**Met1 routing**

Scale bar: 20 um. Supply wires on this layer in gray.
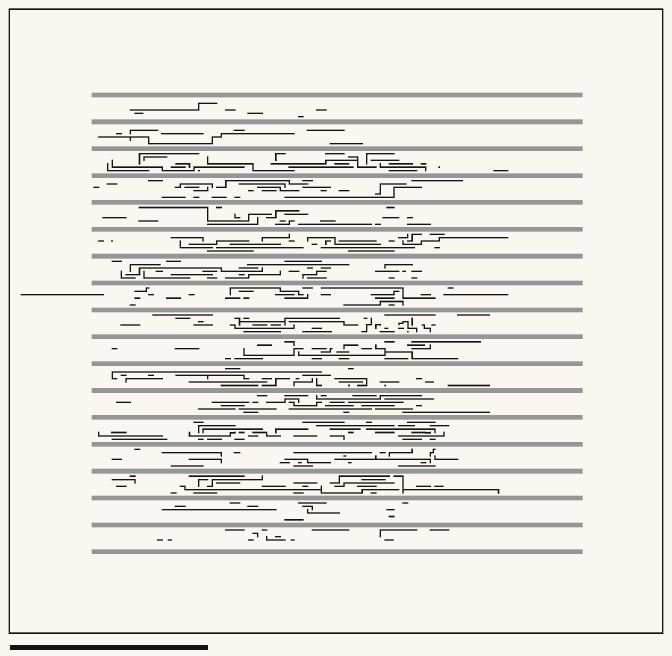
**The metal 2 layer**

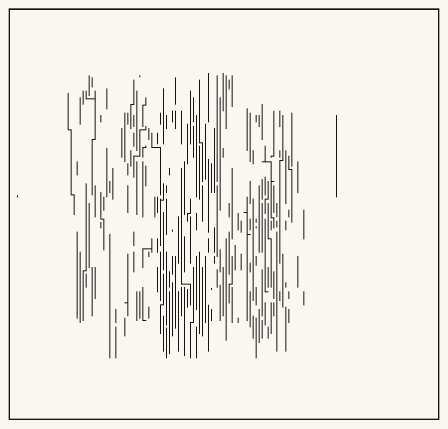
**M3 wires**

Scale bar: 20 um.
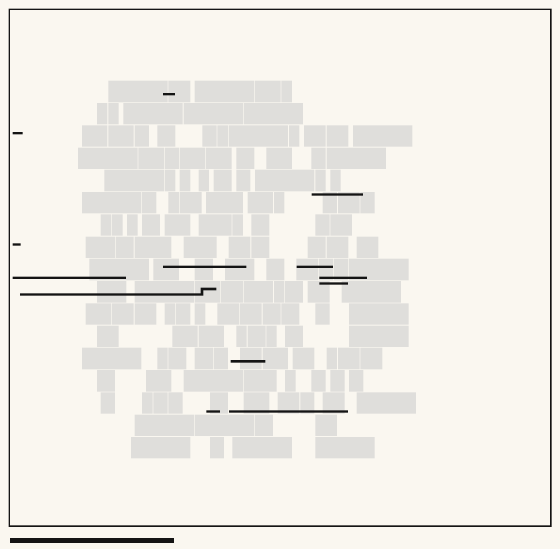
**Gate-type map**

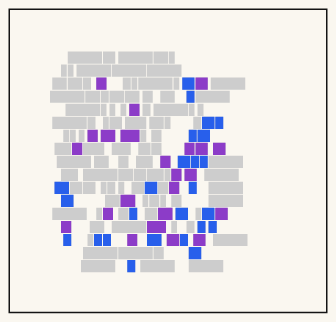
--- src/rtl/blink_pkg.sv ---
// Shared constants and helpers for the LED blinker.
// Provides the half-period divide and the counter width derived from it.
// No ports; imported by blink_tick and led_blink.
package blink_pkg;

  // Number of clock cycles per LED half-period (truncating division).
  // Returns 0 for an illegal rate so the top-level check can report it
  // instead of elaboration tripping over a divide by zero.
  function automatic int half_period(input int clk_hz, input int blink_hz);
    if (blink_hz <= 0) begin
      return 0;
    end
    return clk_hz / (2 * blink_hz);
  endfunction

  // Counter width for a given half-period, never narrower than one bit.
  function automatic int cnt_width(input int half);
    int w;
    w = $clog2(half);
    return (w < 1) ? 1 : w;
  endfunction

endpackage

--- src/rtl/blink_tick.sv ---
// Half-period tick generator: free-running counter that wraps at HALF-1.
// Ports: clk (board clock), rst_n (sync active-low reset), tick (combinational,
//        high for the one cycle in which the counter sits at HALF-1).
module blink_tick
  import blink_pkg::*;
#(
  parameter int HALF = 1
) (
  input  logic clk,
  input  logic rst_n,
  output logic tick
);

  localparam int            CW   = cnt_width(HALF);
  localparam logic [CW-1:0] LAST = CW'(HALF - 1);

  logic [CW-1:0] cnt_q;
  logic [CW-1:0] cnt_d;

  // With HALF == 1 the counter stays at 0 and the tick is high every cycle.
  assign tick = (cnt_q == LAST);

  always_comb begin
    cnt_d = cnt_q + CW'(1);
    if (tick) begin
      cnt_d = '0;
    end
  end

  always_ff @(posedge clk) begin
    if (!rst_n) begin
      cnt_q <= '0;
    end else begin
      cnt_q <= cnt_d;
    end
  end

endmodule

--- src/rtl/led_blink.sv ---
// Free-running LED blinker: 50 % duty square wave at BLINK_HZ from CLK_HZ.
// Ports: clk (board clock), rst_n (sync active-low reset), led (registered
//        drive, inverted when LED_ACTIVE_LOW is set).
module led_blink
  import blink_pkg::*;
#(
  parameter int CLK_HZ         = 50_000_000,
  parameter int BLINK_HZ       = 1,
  parameter bit LED_ACTIVE_LOW = 1'b0
) (
  input  logic clk,
  input  logic rst_n,
  output logic led
);

  localparam int HALF = half_period(CLK_HZ, BLINK_HZ);
  // Keeps the sub-module well-formed while the error below is reported.
  localparam int HALF_SAFE = (HALF < 1) ? 1 : HALF;

  generate
    if (BLINK_HZ == 0) begin : g_err_zero_rate
      $error("led_blink: BLINK_HZ must be non-zero");
    end else if (CLK_HZ < 2 * BLINK_HZ) begin : g_err_too_fast
      $error("led_blink: CLK_HZ must be at least 2*BLINK_HZ");
    end
  endgenerate

  logic tick;
  logic state_q;
  logic state_d;
  logic led_q;

  blink_tick #(
    .HALF (HALF_SAFE)
  ) u_tick (
    .clk   (clk),
    .rst_n (rst_n),
    .tick  (tick)
  );

  always_comb begin
    state_d = state_q;
    if (tick) begin
      state_d = ~state_q;
    end
  end

  // The polarity XOR is folded in before the register so the pin is driven
  // straight from a flop and toggles on the same edge as the state.
  always_ff @(posedge clk) begin
    if (!rst_n) begin
      state_q <= 1'b0;
      led_q   <= LED_ACTIVE_LOW;
    end else begin
      state_q <= state_d;
      led_q   <= state_d ^ LED_ACTIVE_LOW;
    end
  end

  assign led = led_q;

endmodule

--- config.mk ---
export PLATFORM = sky130hd
export DESIGN_NAME = led_blink
export DESIGN_NICKNAME = d
export VERILOG_FILES = /design/src/rtl/blink_pkg.sv /design/src/rtl/blink_tick.sv /design/src/rtl/led_blink.sv
export SDC_FILE = /design/constraint.sdc
export NUM_CORES = 1
export LEC_CHECK = 0
export CAP_MARGIN = 20
export CORE_AREA = 8 8 58 55
export CTS_CLUSTER_DIAMETER = 50
export DETAILED_ROUTE_END_ITERATION = 8
export DIE_AREA = 0 0 66 63
export PLACE_DENSITY = 0.83
export SLEW_MARGIN = 30
export SYNTH_ARGS = -nofsm -noshare
export SYNTH_HDL_FRONTEND = slang
export SYNTH_SLANG_ARGS = --single-unit
--- constraint.sdc ---
create_clock -name clk -period 1.95 [get_ports clk]
set_input_delay 0.39 -clock clk [delete_from_list [all_inputs] [get_ports clk]]
set_output_delay 0.39 -clock clk [all_outputs]
set_load 0.01 [all_outputs]
==> CHANGELOG.md <==
### Implementation results

* Total grt overflow at 0
* Final Hold Fails at 0
* Fmax at 0.5470 GHz
* Die W at 66 um
* Power, Total at 784.8 uW
* Top sig layer: met4
* Fp_density at a little over half
* Logic pwr share at 3.0%
* Final net count at 148
* Drt pass-1 iters at 4
* Final slew viol count at 0
* VDD IR-drop max at 458.8 uV
* Cts bufs inserted at 3
* Number of synthesized register bits at 26
* Buffers, non-clock at 7
* Post-Synth Simple-Gate Area at 31.32%
* Comb. pwr at 23.4 uW
* Worst-path clk slew at between 0.1 and 0.15 ns
* Resized cells post-CTS at 0
* RSZ-0062 raised after global routing: false
* Post-synth mux share at 0%
* Final worst path period share at a little over nine tenths
* Synth warnings at 0
* Seq group at approximately 540 uW
* Yosys Chip Area at 1242 um2
* Vias/cell at a little over 6
* Diodes inserted at 0
* Top logic family: simple AND/OR/NAND/NOR gates
* Dpl cells at 168
* Sw frac at 21.12%
* Core footprint at 2297 um2
* Tap Cells at 28
* Critical Path AT at 2.10 ns
* Area leader share at 41.89%
* Xor/xnor share at 8.459%
* Most numerous logic cells after layout: dfxtp_1, nor2_1, xor2_1, a21oi_1
* H-tree Lvls at 1
* CP required at 2.22 ns
* Transition time of the tightest slew-check pin at around 0.37 ns
* Worst hold path type: flip-flop to flip-flop
* Area share of buffers outside the clock network at under 10%
* Num Clock Sinks at 26
* Num sequential at 26
* Clock share of power at approximately 28%
* Setup slack after layout at 0.1219 ns
* CTS tree: done
* Dpl hpwl at 1.758 mm
* Status: finished clean
* Multi-input gates at 103
* Pwr dens at about 600 nW/um2
* Global Route Usage Sum at 11.95%
* Routed Antenna Nets at 0
* Async set or reset register ratio after synthesis at 0%
* Syn Area/Cell at 8.938 um2
* Initial antenna violation count at 0
* Die Y at 63 um
* IO Pins at 3
* Int Power at 619.1 uW
* Final setup vio count at 0
* Main area contributors: dfxtp_1, xor2_1, o31ai_1, nor2_1, or4_1
* Register area share after synthesis at 41.89%
* Initial DRC count at 32
* Wire length per cell at 13.72 um
* Clkbuf count at 3
* Final min period at 1.828 ns
* First-pass GRT wire length at between 4 and 5 mm
-- 'met1 routing' (at the start) --
nets with wire on the layer: 139
share of all routed wire: 43%
final WL: 2.346 mm
met1 Use GR: 13.22%

-- 'the metal 2 layer' (at the start) --
nets with wire on the layer: 133
share of all routed wire: 51%
Vias: 1,041
met2 Use GR: 20.46%

-- 'M3 wires' (at the start) --
wire length on this layer: 89.0 um
main direction: horizontal
share of all routed wire: 3.8%
longest straight run: 22.1 um
grt met3 use: 3.047%

-- 'gate-type map' (at the start) --
| family | color | cells | most used |
|---|---|---|---|
| aoi and oai cells | blue | 25 | a21oi_1 |
| and/or cells | purple | 23 | or4_1 |
multi-input combinational area share: 50.43%
Commonest Layout Cell: dfxtp_1

-- path summary, 6_finish.rpt --
check                                           startpoint                     endpoint  slack, ns  cells after the start
worst min-delay path            u_tick.cnt_q[0]$_SDFF_PP0_   u_tick.cnt_q[0]$_SDFF_PP0_       0.45                      1
worst min register to register  u_tick.cnt_q[0]$_SDFF_PP0_   u_tick.cnt_q[0]$_SDFF_PP0_       0.45                      1
worst max-delay path            u_tick.cnt_q[0]$_SDFF_PP0_  u_tick.cnt_q[24]$_SDFF_PP0_       0.12                      5
worst max register to register  u_tick.cnt_q[0]$_SDFF_PP0_  u_tick.cnt_q[24]$_SDFF_PP0_       0.12                      5
-- critical path, cell delays in order (launching register included) --
cell	delay (ns)
dfxtp_1	0.37
ha_1	0.22
and4_1	0.32
nand3_2	0.17
or4_1	0.54
a21oi_1	0.15
No activity file was given, so power comes from the tool's default toggle rates.
